[src/rtl/psum_writeback_buffer_if.sv]
// Bus bundle between the PE-array psum path, the AXI write master FSM and the
// writeback buffer. "master" is the buffer's view, "slave" the environment's.
interface psum_writeback_buffer_if #(
    parameter int unsigned DATA_WIDTH = 32,
    parameter int unsigned ADDR_WIDTH = 32
);
    logic                  START;
    logic [ADDR_WIDTH-1:0] OUTPUT_BASE_ADDR;
    logic                  FLUSH;
    logic [DATA_WIDTH-1:0] PSUM_IN;
    logic                  PSUM_VALID;
    logic                  PSUM_READY;
    logic [ADDR_WIDTH-1:0] M_TARGET_SLAVE_BASE_AW_ADDR;
    logic                  INIT_AXI_WR_TXN;
    logic [DATA_WIDTH-1:0] M_AXI_WDATA;
    logic                  M_AXI_WVALID_WREADY;
    logic                  TXN_DONE;
    logic                  AXI_ERROR;
    logic                  BUSY;
    logic                  DONE;
    logic                  ERROR;
    logic [31:0]           WORDS_WRITTEN;

    modport master (
        input  START, OUTPUT_BASE_ADDR, FLUSH, PSUM_IN, PSUM_VALID,
               M_AXI_WVALID_WREADY, TXN_DONE, AXI_ERROR,
        output PSUM_READY, M_TARGET_SLAVE_BASE_AW_ADDR, INIT_AXI_WR_TXN,
               M_AXI_WDATA, BUSY, DONE, ERROR, WORDS_WRITTEN
    );

    modport slave (
        output START, OUTPUT_BASE_ADDR, FLUSH, PSUM_IN, PSUM_VALID,
               M_AXI_WVALID_WREADY, TXN_DONE, AXI_ERROR,
        input  PSUM_READY, M_TARGET_SLAVE_BASE_AW_ADDR, INIT_AXI_WR_TXN,
               M_AXI_WDATA, BUSY, DONE, ERROR, WORDS_WRITTEN
    );
endinterface

[src/rtl/psum_writeback_buffer.sv]
// Buffers output psums in a FIFO and feeds fixed-length AXI write bursts to
// consecutive addresses; a flush drains the remainder as a zero-padded burst.
module psum_writeback_buffer #(
    parameter int unsigned C_M00_AXI_DATA_WIDTH = 32,
    parameter int unsigned C_M00_AXI_BURST_LEN  = 16,
    parameter int unsigned FIFO_DEPTH           = 32,
    parameter int unsigned ADDR_WIDTH           = 32
) (
    input logic                     CLK,
    input logic                     RESET,
    psum_writeback_buffer_if.master bus
);
    localparam int unsigned PTR_W       = (FIFO_DEPTH > 1) ? $clog2(FIFO_DEPTH) : 1;
    localparam int unsigned CNT_W       = PTR_W + 1;
    localparam int unsigned BEAT_W      = (C_M00_AXI_BURST_LEN > 1) ? $clog2(C_M00_AXI_BURST_LEN) : 1;
    localparam int unsigned BURST_BYTES = C_M00_AXI_BURST_LEN * (C_M00_AXI_DATA_WIDTH / 8);

    typedef enum logic [2:0] {
        S_IDLE, S_COLLECT, S_INIT, S_WRITE, S_WAIT_DONE, S_DONE, S_ERR
    } state_t;

    state_t                          state, state_nxt;
    logic [C_M00_AXI_DATA_WIDTH-1:0] mem [FIFO_DEPTH];
    logic [PTR_W-1:0]                wr_ptr, rd_ptr;
    logic [CNT_W-1:0]                count;
    logic [BEAT_W-1:0]               beat;
    logic                            flush_pending;
    logic [ADDR_WIDTH-1:0]           addr;
    logic [31:0]                     words_written;

    logic full, empty, busy, push, pop, beat_fire, abort_err;

    assign full      = (count == CNT_W'(FIFO_DEPTH));
    assign empty     = (count == '0);
    assign busy      = (state inside {S_COLLECT, S_INIT, S_WRITE, S_WAIT_DONE});
    assign abort_err = bus.AXI_ERROR && (state inside {S_INIT, S_WRITE, S_WAIT_DONE});
    assign push      = bus.PSUM_VALID && bus.PSUM_READY;
    assign beat_fire = (state == S_WRITE) && bus.M_AXI_WVALID_WREADY && !bus.AXI_ERROR;
    // Pad beats are exactly the beats taken while the FIFO is empty.
    assign pop       = beat_fire && !empty;

    assign bus.PSUM_READY                  = !full && busy && !flush_pending;
    assign bus.INIT_AXI_WR_TXN             = (state == S_INIT);
    assign bus.M_AXI_WDATA                 = (state == S_WRITE && !empty) ? mem[rd_ptr] : '0;
    assign bus.M_TARGET_SLAVE_BASE_AW_ADDR = addr;
    assign bus.BUSY                        = busy;
    assign bus.DONE                        = (state == S_DONE);
    assign bus.ERROR                       = (state == S_ERR);
    assign bus.WORDS_WRITTEN               = words_written;

    always_comb begin
        state_nxt = state;
        case (state)
            S_COLLECT: begin
                if (count >= CNT_W'(C_M00_AXI_BURST_LEN)) state_nxt = S_INIT;
                else if (flush_pending)                  state_nxt = empty ? S_DONE : S_INIT;
            end
            S_INIT:      state_nxt = S_WRITE;
            S_WRITE:     if (beat_fire && beat == BEAT_W'(C_M00_AXI_BURST_LEN - 1)) state_nxt = S_WAIT_DONE;
            S_WAIT_DONE: if (bus.TXN_DONE) state_nxt = S_COLLECT;
            default:     state_nxt = state;
        endcase
        if (abort_err) state_nxt = S_ERR;
        // START from any state restarts the job.
        if (bus.START) state_nxt = S_COLLECT;
    end

    always_ff @(posedge CLK or posedge RESET) begin
        if (RESET) state <= S_IDLE;
        else       state <= state_nxt;
    end

    always_ff @(posedge CLK or posedge RESET) begin
        if (RESET) begin
            wr_ptr        <= '0;
            rd_ptr        <= '0;
            count         <= '0;
            beat          <= '0;
            flush_pending <= 1'b0;
            addr          <= '0;
            words_written <= '0;
        end else if (bus.START) begin
            wr_ptr        <= '0;
            rd_ptr        <= '0;
            count         <= '0;
            beat          <= '0;
            flush_pending <= 1'b0;
            addr          <= bus.OUTPUT_BASE_ADDR;
            words_written <= '0;
        end else if (abort_err) begin
            wr_ptr <= '0;
            rd_ptr <= '0;
            count  <= '0;
        end else begin
            if (bus.FLUSH && busy) flush_pending <= 1'b1;
            if (push) wr_ptr <= wr_ptr + PTR_W'(1);
            if (pop)  rd_ptr <= rd_ptr + PTR_W'(1);
            count <= count + CNT_W'(push) - CNT_W'(pop);
            if (state == S_INIT)  beat <= '0;
            else if (beat_fire)   beat <= beat + BEAT_W'(1);
            if (pop) words_written <= words_written + 32'd1;
            if (state == S_WAIT_DONE && bus.TXN_DONE) addr <= addr + ADDR_WIDTH'(BURST_BYTES);
        end
    end

    // Storage needs no reset; reads are gated by the occupancy count.
    always_ff @(posedge CLK) begin
        if (push) mem[wr_ptr] <= bus.PSUM_IN;
    end
endmodule
[src/flat_wrapper.sv]
// flat-port wrapper written by rule: the top's interface ports become plain ports
module psum_writeback_buffer_flat 
#(
    parameter int unsigned C_M00_AXI_DATA_WIDTH = 32,
    parameter int unsigned C_M00_AXI_BURST_LEN  = 16,
    parameter int unsigned FIFO_DEPTH           = 32,
    parameter int unsigned ADDR_WIDTH           = 32
)
  (CLK, RESET, bus_START, bus_OUTPUT_BASE_ADDR, bus_FLUSH, bus_PSUM_IN, bus_PSUM_VALID, bus_M_AXI_WVALID_WREADY, bus_TXN_DONE, bus_AXI_ERROR, bus_PSUM_READY, bus_M_TARGET_SLAVE_BASE_AW_ADDR, bus_INIT_AXI_WR_TXN, bus_M_AXI_WDATA, bus_BUSY, bus_DONE, bus_ERROR, bus_WORDS_WRITTEN);
  psum_writeback_buffer_if #(.ADDR_WIDTH(ADDR_WIDTH)) bus_i ();
  input logic CLK;
  input logic RESET;
  input wire logic [$bits(bus_i.START)-1:0] bus_START;
  input wire logic [$bits(bus_i.OUTPUT_BASE_ADDR)-1:0] bus_OUTPUT_BASE_ADDR;
  input wire logic [$bits(bus_i.FLUSH)-1:0] bus_FLUSH;
  input wire logic [$bits(bus_i.PSUM_IN)-1:0] bus_PSUM_IN;
  input wire logic [$bits(bus_i.PSUM_VALID)-1:0] bus_PSUM_VALID;
  input wire logic [$bits(bus_i.M_AXI_WVALID_WREADY)-1:0] bus_M_AXI_WVALID_WREADY;
  input wire logic [$bits(bus_i.TXN_DONE)-1:0] bus_TXN_DONE;
  input wire logic [$bits(bus_i.AXI_ERROR)-1:0] bus_AXI_ERROR;
  output wire logic [$bits(bus_i.PSUM_READY)-1:0] bus_PSUM_READY;
  output wire logic [$bits(bus_i.M_TARGET_SLAVE_BASE_AW_ADDR)-1:0] bus_M_TARGET_SLAVE_BASE_AW_ADDR;
  output wire logic [$bits(bus_i.INIT_AXI_WR_TXN)-1:0] bus_INIT_AXI_WR_TXN;
  output wire logic [$bits(bus_i.M_AXI_WDATA)-1:0] bus_M_AXI_WDATA;
  output wire logic [$bits(bus_i.BUSY)-1:0] bus_BUSY;
  output wire logic [$bits(bus_i.DONE)-1:0] bus_DONE;
  output wire logic [$bits(bus_i.ERROR)-1:0] bus_ERROR;
  output wire logic [$bits(bus_i.WORDS_WRITTEN)-1:0] bus_WORDS_WRITTEN;
  assign bus_i.START = bus_START;
  assign bus_i.OUTPUT_BASE_ADDR = bus_OUTPUT_BASE_ADDR;
  assign bus_i.FLUSH = bus_FLUSH;
  assign bus_i.PSUM_IN = bus_PSUM_IN;
  assign bus_i.PSUM_VALID = bus_PSUM_VALID;
  assign bus_i.M_AXI_WVALID_WREADY = bus_M_AXI_WVALID_WREADY;
  assign bus_i.TXN_DONE = bus_TXN_DONE;
  assign bus_i.AXI_ERROR = bus_AXI_ERROR;
  assign bus_PSUM_READY = bus_i.PSUM_READY;
  assign bus_M_TARGET_SLAVE_BASE_AW_ADDR = bus_i.M_TARGET_SLAVE_BASE_AW_ADDR;
  assign bus_INIT_AXI_WR_TXN = bus_i.INIT_AXI_WR_TXN;
  assign bus_M_AXI_WDATA = bus_i.M_AXI_WDATA;
  assign bus_BUSY = bus_i.BUSY;
  assign bus_DONE = bus_i.DONE;
  assign bus_ERROR = bus_i.ERROR;
  assign bus_WORDS_WRITTEN = bus_i.WORDS_WRITTEN;
  psum_writeback_buffer #(.C_M00_AXI_DATA_WIDTH(C_M00_AXI_DATA_WIDTH), .C_M00_AXI_BURST_LEN(C_M00_AXI_BURST_LEN), .FIFO_DEPTH(FIFO_DEPTH), .ADDR_WIDTH(ADDR_WIDTH)) u_core (.CLK(CLK), .RESET(RESET), .bus(bus_i));
endmodule
[config.mk]
export PLATFORM = sky130hd
export DESIGN_NAME = psum_writeback_buffer_flat
export DESIGN_NICKNAME = d
export VERILOG_FILES = /design/src/rtl/psum_writeback_buffer_if.sv /design/src/rtl/psum_writeback_buffer.sv /design/src/flat_wrapper.sv
export SDC_FILE = /design/constraint.sdc
export NUM_CORES = 1
export LEC_CHECK = 0
export CAP_MARGIN = 0
export CORE_ASPECT_RATIO = 1.25
export CORE_MARGIN = 3
export CORE_UTILIZATION = 55
export DETAILED_ROUTE_END_ITERATION = 8
export GPL_TIMING_DRIVEN = 0
export PLACE_DENSITY = 0.86
export SLEW_MARGIN = 20
export SYNTH_ARGS = -nofsm -noshare
export SYNTH_HDL_FRONTEND = slang
export SYNTH_SLANG_ARGS = --single-unit
[constraint.sdc]
create_clock -name CLK -period 3 [get_ports CLK]
set_input_delay 0.6 -clock CLK [delete_from_list [all_inputs] [get_ports CLK]]
set_output_delay 0.6 -clock CLK [all_outputs]
set_load 0.05 [all_outputs]
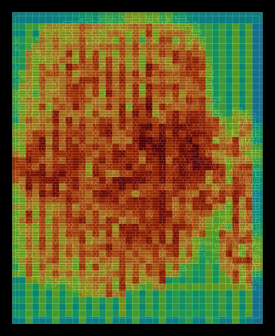
Figure 1: congestion heat map.
layer with the highest usage: met2
routing usage on met1: 0.361
aggregate global-route resource usage: 0.298
global routing usage on met3: 0.0719

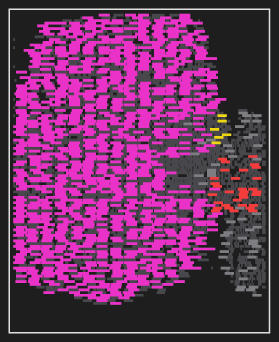
Figure 2: register map, names as in the netlist.
Drawn at 1 px/um. Other sequential cells in the stronger gray, the rest of the logic in the fainter gray.
Red marks `u_core.bus.WORDS_WRITTEN`, flops 32, where middle right. Magenta marks `u_core.mem`, flops 1024. Yellow marks `u_core.count`, flops 6.
Another 50 sequential cells are not colored.

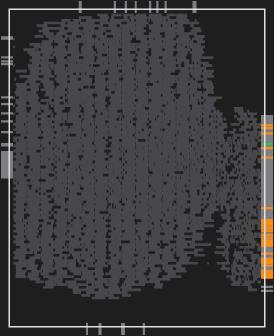
Figure 3: pin map.
Pins as bars across the die edge, other pins in gray.
Green marks `bus_PSUM_READY`, pins 1, direction output, edge right. Orange marks `bus_M_TARGET_SLAVE_BASE_AW_ADDR`, pins 32, direction output, edge right.

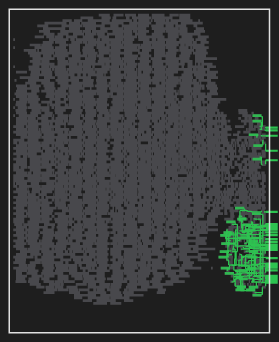
Figure 4: I/O nets highlighted.
Drawn at 1 px/um.
Green marks `bus_M_TARGET_SLAVE_BASE_AW_ADDR`, bits 32, direction output, edge right, end cells 32, buffers 32, wire 1770 um.
total of buffers placed on input and output ports: 171
boundary pin count: 173

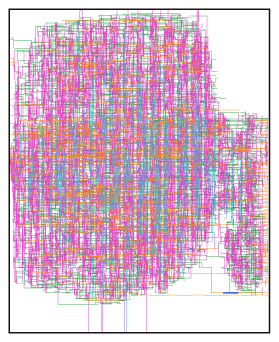
Figure 5: wiring by layer.
Drawn at 1 px/um.
Green marks M1, wire length 42.7 mm. Cyan marks M4, wire length 10500 um. Blue marks M5, wire length 13.8 um. Orange marks M3, wire length 17100 um. Magenta marks M2, wire length 66.2 mm.
final WL: 136000 um
average detailed-routed wire length per instance: 36.0 um

==> run notes <==
Figures from the flow reports.

Setup path:
- Looking at the critical path, the single cell with the biggest stage delay is sky130_fd_sc_hd__mux4_2.
- According to the timing report, the critical path is launched from u_core.rd_ptr[0].
- The run gives the highest cell delay on the worst timing path as 0.53 ns.
- STA classifies the critical path startpoint as a flip-flop.
- The run gives the endpoint class of the critical path as an output port.
- Per the timing report, the biggest fanout along the worst path comes to 10.
- The timing report gives the worst reg2reg path a setup slack of 0.04 ns.
- STA puts the critical path data arrival time at 3.19 ns.
- The run puts the depth of the most critical reg-to-reg path at 15.
- The most numerous cell type found on the critical path is sky130_fd_sc_hd__buf_6.
- The run gives the critical path required time as 2.40 ns.

Timing:
- The run puts the number of failing setup endpoints in the final timing report at 32.
- The run puts the setup slack after layout at -0.792 ns.
- The run gives the worst clock skew as 0.0316 ns.
- The highest clock rate this design can be run at is 0.264 GHz.
- The run gives the worst max-slew margin expressed relative to the limit as 0.106.
- The run puts the worst-case hold slack at 0.294 ns.
- The run gives the share of the clock period used by the worst path after layout as 1.26.

Clocking:
- The tree is rooted in a sky130_fd_sc_hd__clkbuf_16.
- CTS added clock buffers totalling 101.
- The run puts the CTS H-tree depth at 3.
- The run gives the number of buffers on the longest clock path as 3.

Run status:
- The checks that failed: negative setup slack.
- The flow ran to the end, but the final reports show violations.

Route:
- Routed signal wires occupy layers up through met5.
- Nets still carrying antenna violations after routing amount to 0.
- For this block, the via count after detailed routing is 26849.

Synthesis:
- The run puts the area fraction in and, or, nand and nor cells after synthesis at 0.0412.
- The run puts the arithmetic-cell share of the synthesized area counting full adders, half adders and majority gates at 0.00530.
- The run puts the async set-or-reset flop fraction in the synthesized netlist at 0.0791.
- Per Yosys stat, the portion of area used by sequential elements is 0.750.
- The run gives the post-synthesis xor/xnor area fraction as 0.0118.
- The run gives the synthesized cell area as 43900 sq um.
- For this run, the chip area from Yosys synthesis comes to 43900 sq um.
- The run gives the net count after synthesis as 2372.
- The run gives the count of warnings emitted by yosys as 0.
- The run gives the leading area contributor after synthesis as sky130_fd_sc_hd__edfxtp_1.
- The run gives the number of synthesized flops with an enable pin as 1024.
- For this run, the leading register cell type out of synthesis is sky130_fd_sc_hd__edfxtp_1.

Pwr:
- The run gives the internal power consumption as 26000 uW.
- The run gives the leakage power total as 0.0171 uW.
- The run gives the post-route total power as 34800 uW.
- The flow reports power dissipated in combinational cells as 4220 uW.
- The script computed the net switching share of total power as 0.254.
- In this run, power in the clock network comes to 13100 uW.

Cells and area:
- Measured on the finished design, the core utilization comes to 0.678.
- In this run the layout overhead on the synthesized area is reported as 21.9%.
- The run gives the share of the final layout cell area in sequential cells as 0.616.
- By area, the class that comes first in the final layout consists of sequential cells.
- Leaving out buffers and inverters, the combinational logic in the layout accounts for 11100 sq um.
- The layout has 4436 filler cells.
- The run puts the number of flip-flops and latches at 1112.
- The run puts the combined flip-flop and latch cell area at 33000 sq um.
- The run gives the antenna diode count as 4.
- The run gives the fraction of area in clock buffers and inverters as 0.0607.
- The run gives the combinational fraction of the cell area as 0.207.

Min path:
- The run gives the worst min-delay path category as in -> async.

Die:
- The floorplan has 115 rows.
- The run gives the core footprint as 79000 sq um.
- The run gives the die extent in x as 259 um.

Place:
- Per the placement report, the placed cell count is 3539.
- Prior to clock tree synthesis, the placed netlist has a worst setup slack of -1.73 ns.
synth_stat cells, types with 10 or more instances:
master and n:
sky130_fd_sc_hd__edfxtp_1 1024, sky130_fd_sc_hd__mux4_2 192, sky130_fd_sc_hd__mux2i_1 130, sky130_fd_sc_hd__nand2_1 93, sky130_fd_sc_hd__nor2_1 91, sky130_fd_sc_hd__dfrtp_1 88
sky130_fd_sc_hd__clkbuf_1 62, sky130_fd_sc_hd__and3_1 43, sky130_fd_sc_hd__buf_2 43, sky130_fd_sc_hd__a211oi_1 34, sky130_fd_sc_hd__o21ai_0 34, sky130_fd_sc_hd__o22ai_1 33
sky130_fd_sc_hd__a211o_1 32, sky130_fd_sc_hd__a22o_1 32, sky130_fd_sc_hd__a22oi_1 32, sky130_fd_sc_hd__o221ai_1 32, sky130_fd_sc_hd__xnor2_1 30, sky130_fd_sc_hd__xor2_1 29
sky130_fd_sc_hd__nand3_1 25, sky130_fd_sc_hd__inv_1 23, sky130_fd_sc_hd__nand4_1 23, sky130_fd_sc_hd__ha_1 17, sky130_fd_sc_hd__nor4_1 16, sky130_fd_sc_hd__buf_4 13
sky130_fd_sc_hd__mux2_2 13, sky130_fd_sc_hd__a21oi_1 10
sequential cells by signal (all words and copies together) (netlist names):
| signal | cells |
|---|---|
| u_core.flush_pending | 1 |
| u_core.count | 6 |
| u_core.beat | 4 |
| u_core.wr_ptr | 5 |
| u_core.state | 3 |
| u_core.mem | 1024 |
| u_core.bus.M_TARGET_SLAVE_BASE_AW_ADDR | 32 |
| u_core.bus.WORDS_WRITTEN | 32 |
| u_core.rd_ptr | 5 |
what timing repair did:
action,in CTS,in global routing
setup buffers,6,56
setup endpoints to repair,891,780
hold buffers,0,0
pin swaps,8,70
gates resized,442,206
gates cloned,0,7
Power figures rest on the tool's default switching activity, not on a simulated workload.
